### Wires at chosen ports, followed through buffers, run 1

The bar under the picture is 20 um long.
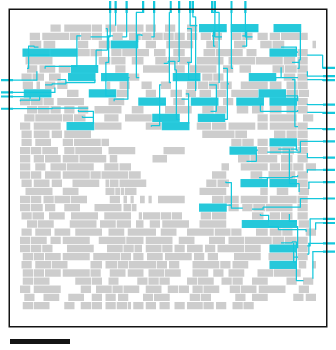
### Sequential cells colored by netlist name, run 1

Other sequential cells in the stronger gray, the rest of the logic in the fainter gray.
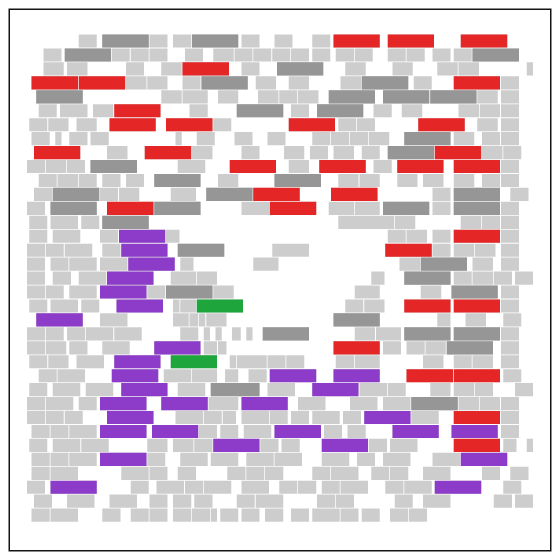
### Routed metal, one color a layer, run 1

Two of the layers only.
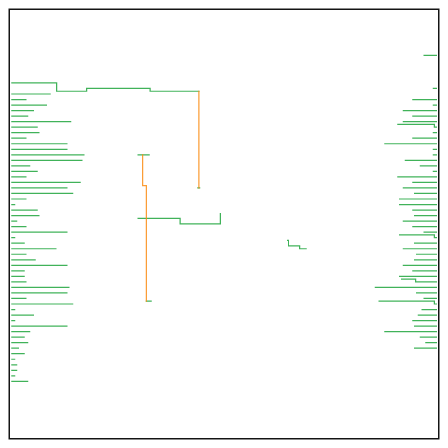
Design refill_arbiter_flat, sky130hd; sources not shown.
==> metrics.sh, run 1 <==
N_MULTI_INPUT_COMBINATIONAL_CELL=140
PRE_CTS_WS_NS=0.804
CRITPATHLAUNCHTYPE='flip-flop'
NUM_TAP_CELLS=129
FIN_HOLD_WS_NS=0.398
POSTROUTEANTENNANETS=0
POST_SYNTH_MUX_AREA_SHARE=0.367
TOP_CELLS_BY_COUNT='sky130_fd_sc_hd__dfrtp_1, sky130_fd_sc_hd__mux2_4, sky130_fd_sc_hd__mux2_2'
FINAL.PERIOD_UTILIZATION=0.636
FIN_AREA_SQ_MM=0.00667
PWR.GROUP.COMBINATIONAL_W=0.00367
COMBAREAFRACTION=0.262
CRITPATHTOPFAMILY='multiplexers'
CTS_SINKS=102
NUMSYNTHFLOPS=102
AREA_LEADERS='sky130_fd_sc_hd__dfrtp_1, sky130_fd_sc_hd__mux2_4, sky130_fd_sc_hd__mux2_2, sky130_fd_sc_hd__mux2_1, sky130_fd_sc_hd__buf_4'
TIMING.HOLD.WORST.CLASS='reg2reg'
LIBRARY_CELL_APPEARING_MOST_OFTEN_ON_THE_CRITICAL_PATH='sky130_fd_sc_hd__mux2_2'
FLOORPLANUTILIZATION=0.472
RATIO_OF_TOTAL_POWER_TO_CELL_AREA_mW_PER_MM2=1030
SYNTH-ADDER-AREA-SHARE=0
MAX_FREQ_MHz=507
SYNTH.CELL_AREA_SQ_MM=0.00444
PWR-SHARE-SEQ=0.346
WORSTSETUPENDPOINTTYPE='flip-flop'
RSZ0062_AT_GRT='false'
NNONCLKINVERTERS=5
CRITICAL_PATH_ARRIVAL_NS=2.10
INITIALDRTVIOLATIONCOUNT=108
TIMING.FINAL.WS_SETUP_NS=1.13
NETSWITCHINGFRACTION=0.352
NUM_ROWS=35
AREA_OF_THE_CHIP_SQ_MM=0.0111
FINAL_SETUP_VIOLATION_COUNT=0
FINAL_COMMON_CELL='sky130_fd_sc_hd__clkdlybuf4s50_1'
TOP_AREA_FRAC=0.569
BUF_SHARE=0.299
PART_OF_THE_TOTAL_POWER_DISSIPATED_IN_COMBINATIONAL_LOGIC=0.533
TOP_AREA_CELL='sky130_fd_sc_hd__dfrtp_1'
DP_CELLS=574
MAXIMUM_FANOUT_COUNT_ALONG_THE_CRITICAL_PATH=31
YOSYS_WARNINGS=0
SYNTH-EDFF-COUNT=0
YOSYSCELLCOUNT=260
MAIN_SYNTH_FF_TYPE='sky130_fd_sc_hd__dfrtp_1'
ROUTED-WL-MET3_UM=736
FIN_SETUP_TNS_NS=0
FF_COUNT=102
CP_DEPTH=3
CORE_AREA_SQ_MM=0.00942
CRITICAL_PATH_REQUIRED_NS=3.23
CLK_PIN_SLEW_WORST_PATHS_NS=0.10
RUN_STATUS='complete, no violations'
FIN_CELLS=591
WORST_SLEW_PIN_SLEW_NS=0.639
TRITONCTS_CLOCK_TREE='done'
XOR_XNOR_FRACTION_OF_SYNTH_AREA=0
SYNTH.YOSYS.CHIP_AREA_SQ_MM=0.00444
LIBRARY_CELLS_USED_BY_SYNTHESIS=22
CPMAXSTAGEDELAYCELL='sky130_fd_sc_hd__dfstp_2'
POST_SYNTH_MAIN_LOGIC_FAMILY='multiplexers'
Back to the opening pictures, 'Wires at chosen ports, followed through buffers':
| port | color | bits | direction | edge | end cells | buffers | wire |
|---|---|---|---|---|---|---|---|
| bus_dc_data | cyan | 32 | output | 15 east, 13 north, 4 west | 32 | 32 | 908 um |
# IOs: 202
number of buffer cells added on primary ports: 194

Back to the opening pictures, 'Sequential cells colored by netlist name':
| signal | color | placed flops |
|---|---|---|
| u_core.bus.mem_addr | purple | 30 |
| u_core.state_q | green | 2 |
| u_core.bus.dc_data | red | 32 |
not colored: 38
area of all sequential standard cells: 0.00255 sq mm
flip-flop and latch share of the layout cell area: 0.383
final core utilization: 0.709
sequential group power: 0.00238 W

Back to the opening pictures, 'Routed metal, one color a layer':
| layer | color | wire length |
|---|---|---|
| metal 3 | green | 736 um |
| metal 4 | orange | 60.8 um |
detailed-route wire length per cell: 16.9 um
vias: 2825
overall routing resource usage: 0.181

--- run 2 (diff from run 1) ---
--- a/config.mk
+++ b/config.mk
@@ -7,9 +7,9 @@
 export LEC_CHECK = 0
 export CAP_MARGIN = 15
 export CORE_MARGIN = 3
-export CORE_UTILIZATION = 45
+export CORE_UTILIZATION = 38
 export DETAILED_ROUTE_END_ITERATION = 16
-export PLACE_DENSITY = 0.86
+export PLACE_DENSITY = 0.77
 export SYNTH_ARGS = -nofsm -noshare
 export SYNTH_HDL_FRONTEND = slang
 export SYNTH_SLANG_ARGS = --single-unit
==> constraint.sdc (replaced) <==
create_clock -name clk -period 1.6 [get_ports clk]
set_clock_uncertainty 0.1 [all_clocks]
set_input_delay 0.16 -clock clk [delete_from_list [all_inputs] [get_ports clk]]
set_output_delay 0.16 -clock clk [all_outputs]
set_load 0.02 [all_outputs]
### Sequential cells colored by netlist name, run 2

Other sequential cells in the stronger gray, the rest of the logic in the fainter gray.
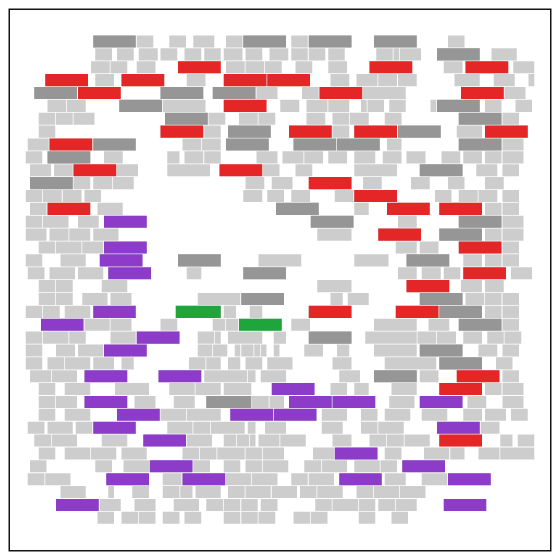
| signal | color | placed flops |
|---|---|---|
| u_core.bus.mem_addr | purple | 30 |
| u_core.state_q | green | 2 |
| u_core.bus.dc_data | red | 32 |
flip-flop and latch share of the layout cell area: 0.358
sequential group power: 0.00458 W
area of all sequential standard cells: 0.00255 sq mm

==> metrics.sh, run 2 <==
NETSWITCHINGFRACTION=0.343
TIMING.HOLD.WORST.CLASS='in2async'
CRITICAL_PATH_REQUIRED_NS=1.72
FIN_HOLD_WS_NS=0.288
SYNTH.CELL_AREA_SQ_MM=0.00444
MAX_FREQ_MHz=595
WORSTSETUPENDPOINTTYPE='flip-flop'
FIN_AREA_SQ_MM=0.00713
TOP_AREA_CELL='sky130_fd_sc_hd__dfrtp_1'
CTS-BUFFERS-INSERTED=9
FINAL.PERIOD_UTILIZATION=1.05
CTS_SINKS=102
IO_PINS=202
XOR_XNOR_FRACTION_OF_SYNTH_AREA=0
DP_CELLS=598
INITIALDRTVIOLATIONCOUNT=103
POST_SYNTH_MUX_AREA_SHARE=0.367
GLOBAL_ROUTE.USAGE.TOTAL=0.163
LIBRARY_CELL_APPEARING_MOST_OFTEN_ON_THE_CRITICAL_PATH='sky130_fd_sc_hd__mux2_4'
MAXSLEWVIOLCOUNT=0
NNONCLKINVERTERS=5
DRV.MAX_CAP_VIOLATION_COUNT=0
CPMAXSTAGEDELAYCELL='sky130_fd_sc_hd__dfstp_2'
NUMSYNTHFLOPS=102
CP_DEPTH=4
BUF_SHARE=0.322
CLK_PIN_SLEW_WORST_PATHS_NS=0.07
AREA_OF_THE_CHIP_SQ_MM=0.0130
P_SW_W=0.00485
YOSYSCELLCOUNT=260
FLOORPLANUTILIZATION=0.399
NUM_TAP_CELLS=140
YOSYS_WARNINGS=0
TIMING.FINAL.WS_SETUP_NS=-0.0797
FF_COUNT=102
SYNTH.YOSYS.CHIP_AREA_SQ_MM=0.00444
LAYOUT-AREA-OVERHEAD-VS-SYNTH_PCT=60.6
MAXIMUM_FANOUT_COUNT_ALONG_THE_CRITICAL_PATH=15
RUN_STATUS='complete, but fails checks'
NUM_ROWS=38
SYNTH-ADDER-AREA-SHARE=0
POST_SYNTH_MAIN_LOGIC_FAMILY='multiplexers'
AREA_LEADERS='sky130_fd_sc_hd__dfrtp_1, sky130_fd_sc_hd__mux2_4, sky130_fd_sc_hd__mux2_2, sky130_fd_sc_hd__mux2_1, sky130_fd_sc_hd__buf_4'
VIOLATIONS='negative setup slack'
GLOBALROUTEOVERFLOWTOTAL=0
LOG.WARNING_COUNT=34
ROUTED_WIRE_LENGTH_PER_INSTANCE_UM=17.3
PART_OF_THE_TOTAL_POWER_DISSIPATED_IN_COMBINATIONAL_LOGIC=0.511
DRT_DRC=0
FIN_CELLS=616
DETAILED_PLACE_HPWL_UM=7890
POSTROUTEANTENNANETS=0
LIBRARY_CELLS_USED_BY_SYNTHESIS=22
PWR.GROUP.COMBINATIONAL_W=0.00724
RSZ0062_AT_GRT='true'
PWR-SHARE-SEQ=0.323
ROUTED-WL-MET3_UM=775
CRITICAL_PATH_ARRIVAL_NS=1.80
PRE_CTS_WS_NS=-0.283
AREA_SHARE_CLOCK_BUF_INV=0.0453
TOP_CELLS_BY_COUNT='sky130_fd_sc_hd__dfrtp_1, sky130_fd_sc_hd__mux2_4, sky130_fd_sc_hd__mux2_2'
GRT_USE_MET3=0.0433
FINAL_COMMON_CELL='sky130_fd_sc_hd__clkdlybuf4s50_1'
N_MULTI_INPUT_COMBINATIONAL_CELL=140
CRITPATHLAUNCHTYPE='flip-flop'
FINAL_CORE_UTIL=0.641
MAIN_SYNTH_FF_TYPE='sky130_fd_sc_hd__dfrtp_1'
CORE_AREA_SQ_MM=0.0111
PORT_BUFFERS=194
TOP_AREA_FRAC=0.569
SYNTH-EDFF-COUNT=0
WORST_SLEW_PIN_SLEW_NS=0.592
LAYOUT.NETS=572
RATIO_OF_TOTAL_POWER_TO_CELL_AREA_mW_PER_MM2=1990
FINAL_LAYOUT_SIZE_SUFFIX_GT1_FRAC=0.336
CRITPATHTOPFAMILY='multiplexers'
COMBAREAFRACTION=0.247
TRITONCTS_CLOCK_TREE='done'
FIN_SETUP_TNS_NS=-1.67
FINAL_SETUP_VIOLATION_COUNT=30
DETAILEDROUTE.FIRSTPASSITERATIONCOUNT=4
### The metal 2 layer, run 2

The bar under the picture is 20 um long.
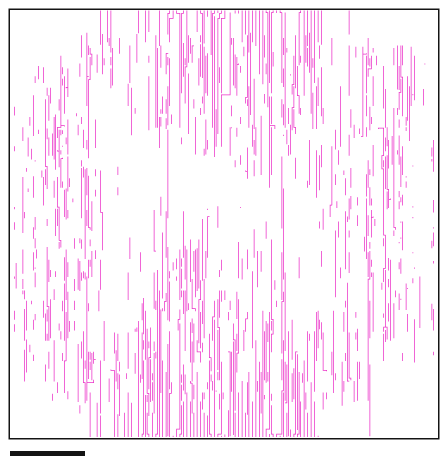
main direction: vertical
share of all routed wire: 53%
met2 Track Usage GR: 0.286
vias: 2910
final wirelength: 10700 um

No activity file was given, so power comes from the tool's default toggle rates.
